### src/rtl/down_timer.sv
// Loadable countdown timer: Start/Pause synchronized internally, decrements once per Tick strobe.
// Outputs registered; Start acts two edges after its first sampling edge; no backpressure (Tick is a strobe).
module down_timer #(
  parameter int WIDTH       = 4,
  parameter bit AUTO_RELOAD = 1'b0
) (
  input  logic             Clk,
  input  logic             Rst,
  input  logic             Tick,
  input  logic             Start,
  input  logic             Pause,
  input  logic [WIDTH-1:0] LoadVal,
  output logic [WIDTH-1:0] Count,
  output logic             Borrow,
  output logic             Busy,
  output logic             Done
);

  typedef enum logic [1:0] {IDLE, RUN, HOLD, DONE} state_t;

  localparam logic [WIDTH-1:0] ONE = {{(WIDTH-1){1'b0}}, 1'b1};

  state_t           state_q, state_d;
  logic [WIDTH-1:0] count_d;
  logic             borrow_d, busy_d, done_d;
  logic             s1, s2, s3;
  logic             p1, p2;
  logic             start_pulse, pause_s;

  // s3 only exists to find the rising edge of the synchronized button
  always_ff @(posedge Clk or negedge Rst) begin
    if (!Rst) begin
      s1 <= 1'b0;
      s2 <= 1'b0;
      s3 <= 1'b0;
      p1 <= 1'b0;
      p2 <= 1'b0;
    end else begin
      s1 <= Start;
      s2 <= s1;
      s3 <= s2;
      p1 <= Pause;
      p2 <= p1;
    end
  end

  assign start_pulse = s2 & ~s3;
  assign pause_s     = p2;

  always_ff @(posedge Clk or negedge Rst) begin
    if (!Rst) begin
      state_q <= IDLE;
      Count   <= '0;
      Borrow  <= 1'b0;
      Busy    <= 1'b0;
      Done    <= 1'b0;
    end else begin
      state_q <= state_d;
      Count   <= count_d;
      Borrow  <= borrow_d;
      Busy    <= busy_d;
      Done    <= done_d;
    end
  end

  always_comb begin
    state_d  = state_q;
    count_d  = Count;
    borrow_d = 1'b0;
    if (start_pulse) begin
      count_d = LoadVal;
      if (LoadVal == '0) begin
        state_d  = DONE;
        borrow_d = 1'b1;
      end else begin
        state_d = RUN;
      end
    end else begin
      case (state_q)
        RUN: begin
          if (pause_s) begin
            state_d = HOLD;
          end else if (Tick) begin
            if (Count > ONE) begin
              count_d = Count - ONE;
            end else begin
              // zero-crossing: reload only if the fresh LoadVal is non-zero
              borrow_d = 1'b1;
              if (AUTO_RELOAD && (LoadVal != '0)) begin
                count_d = LoadVal;
              end else begin
                count_d = '0;
                state_d = DONE;
              end
            end
          end
        end
        HOLD: begin
          if (!pause_s) state_d = RUN;
        end
        DONE: begin
          count_d = '0;
        end
        default: begin
          state_d = state_q;
        end
      endcase
    end
  end

  always_comb begin
    busy_d = (state_d == RUN) || (state_d == HOLD);
    done_d = (state_d == DONE);
  end

endmodule

### config.mk
export PLATFORM = sky130hd
export DESIGN_NAME = down_timer
export DESIGN_NICKNAME = d
export VERILOG_FILES = /design/src/rtl/down_timer.sv
export SDC_FILE = /design/constraint.sdc
export NUM_CORES = 1
export LEC_CHECK = 0
export ABC_AREA = 1
export CORE_UTILIZATION = 40
export DETAILED_ROUTE_END_ITERATION = 8
export GPL_ROUTABILITY_DRIVEN = 0
export PLACE_DENSITY = 0.73
export SYNTH_ARGS = -nofsm -noshare
export SYNTH_HDL_FRONTEND = slang
export SYNTH_SLANG_ARGS = --single-unit
export TNS_END_PERCENT = 50
### constraint.sdc
create_clock -name Clk -period 1.75 [get_ports Clk]
set_input_delay 0.2625 -clock Clk [delete_from_list [all_inputs] [get_ports Clk]]
set_output_delay 0.2625 -clock Clk [all_outputs]
set_load 0.005 [all_outputs]
==> results.env <==
OUTCOME='finished clean'
FINAL_MIN_PERIOD_OVER_CLOCK_PERIOD_PCT=91.7
CTS_HTREE_LEVELS=1
PATH_MAX_FANOUT=4
FINAL_LAYOUT_TOP_LOGIC_CELL='sky130_fd_sc_hd__nand2_1'
LARGEST_AREA_CELL='sky130_fd_sc_hd__dfrtp_1'
FLOP2FLOP_SETUP_SLACK_NS=0.15
DIE_WIDTH_UM=46.5
TOP_AREA_SHARE_PCT=44.2
DRT_FIRST_PASS_ITERS=4
XOR_AREA_SHARE_PCT=1.11
SYNTH_CHIP_AREA_SQ_UM=792
YOSYS_MOST_USED_DFF='sky130_fd_sc_hd__dfrtp_1'
ROUTED_WIRE_LENGTH_PER_INSTANCE_UM=8.66
SETUP.WORST_PATH.START_CLASS='register'
HIGHEST-SIGNAL-LAYER='met4'
MET1WIRELENGTH_UM=676
ROUTE.MET2.WL_UM=555
LAYOUT.CELLS.LARGEST_CLASS='combinational gates'
POST_SYNTH_MUX_AREA_SHARE_PCT=0
N_TAP_CELL=25
CRITPATHCAPTURETYPE='register'
FILLERS=157
TIMING.SETUP.CRITICAL_PATH_CLASS='reg -> reg'
SYNTH_STAT.CELLS=105
PORT_BUFFERS=15
CRITICAL_PATH.SLOWEST_CELL='sky130_fd_sc_hd__dfrtp_1'
MAX_SLEW_VIOLATION_COUNT=0
MAX_CAP_VIOL_COUNT=0
FINALSETUPTNS_NS=0
CRITICAL_PATH.TOP_DELAY_FAMILY='adder cells'
LAYOUT-AREA-OVERHEAD-VS-SYNTH_PCT=27.5
FINALNETCOUNT=140
NETLIST_INSTANCES=105
REPORT.FINAL.SETUP_VIOL=0
SEQ_AREA_SQ_UM=350
YOSYS_WARNING_TOTAL=0
SYNTH_FLOP_COUNT=14
COMB_AREA_SQ_UM=363
HOLD_WS_NS=0.349
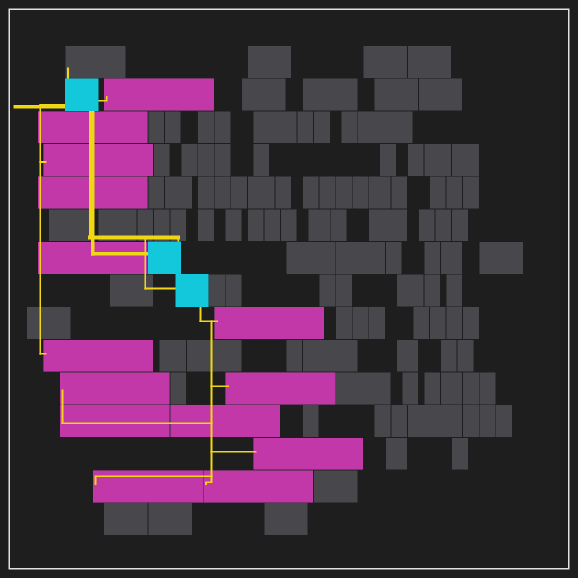
*Clock wires, drivers and flops*
Drawn at 12 px/um.
[clock wires] yellow | length: 132 um
[clock-net drivers] cyan | count: 3
[flip-flops] magenta | count: 14
routed clock nets: 4
proportion of power drawn by the clock network: 13.8%
Post-Route Skew: 0.00621 ns
P_clk: 0.000217 W

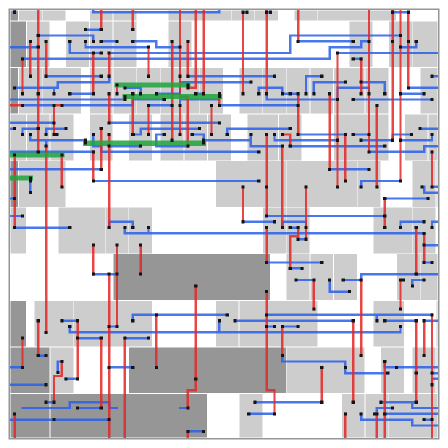
*Zoomed window*
Region (11, 11) to (36, 36) um. Cells in gray, sequential cells in the stronger gray; small squares are vias.
| layer | color |
|---|---|
| M1 | blue |
| M3 | green |
| M2 | red |
cells with their middle in the window: 67
sequential cells in the window: 3
most frequent: nand2_1 (30), inv_1 (11)
netlist names of flops here include: `Busy` (1), `state_q` (1)

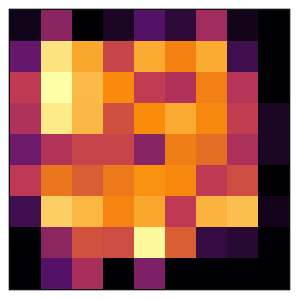
*Local utilization*
Drawn at 6 px/um. 9 x 9 tiles, from black (low) to pale yellow (high), 0 to 100% covered.
emptiest ninth of the die: south-east
densest ninth of the die: center
tiles over 75% full: 20%
fullest tile: 100%
post-layout util: 56.6%
FP Util: 44.4%
Core Region: 1780 sq um

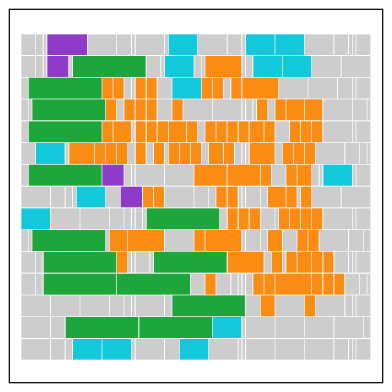
*Cell classes on the final placement*
Drawn at 8 px/um. Fill, decap, tap and diode cells in gray.
| class | color | cells | share of their area |
|---|---|---|---|
| clock drivers and dummy loads | purple | 4 | 3.7% |
| remaining logic cells | orange | 91 | 45% |
| registers | green | 14 | 36% |
| remaining buffers and delay cells | cyan | 15 | 15% |
standard-cell row count: 15
sequential share of cell area: 34.7%

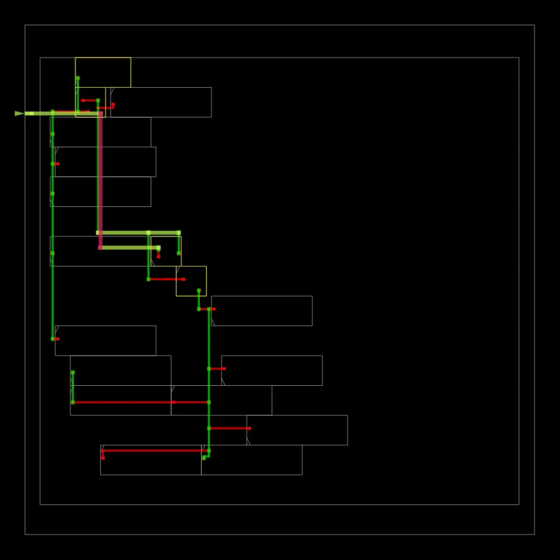
*Clock wiring as the flow saved it*
sequential cell count of the final layout: 14
number of buffers inserted during clock tree synthesis: 3
Sink Count: 14
latest clock arrival within the worst-skew pair: 0.27 ns
final-layout clock buffer total: 4

No activity file was given, so power comes from the tool's default toggle rates.
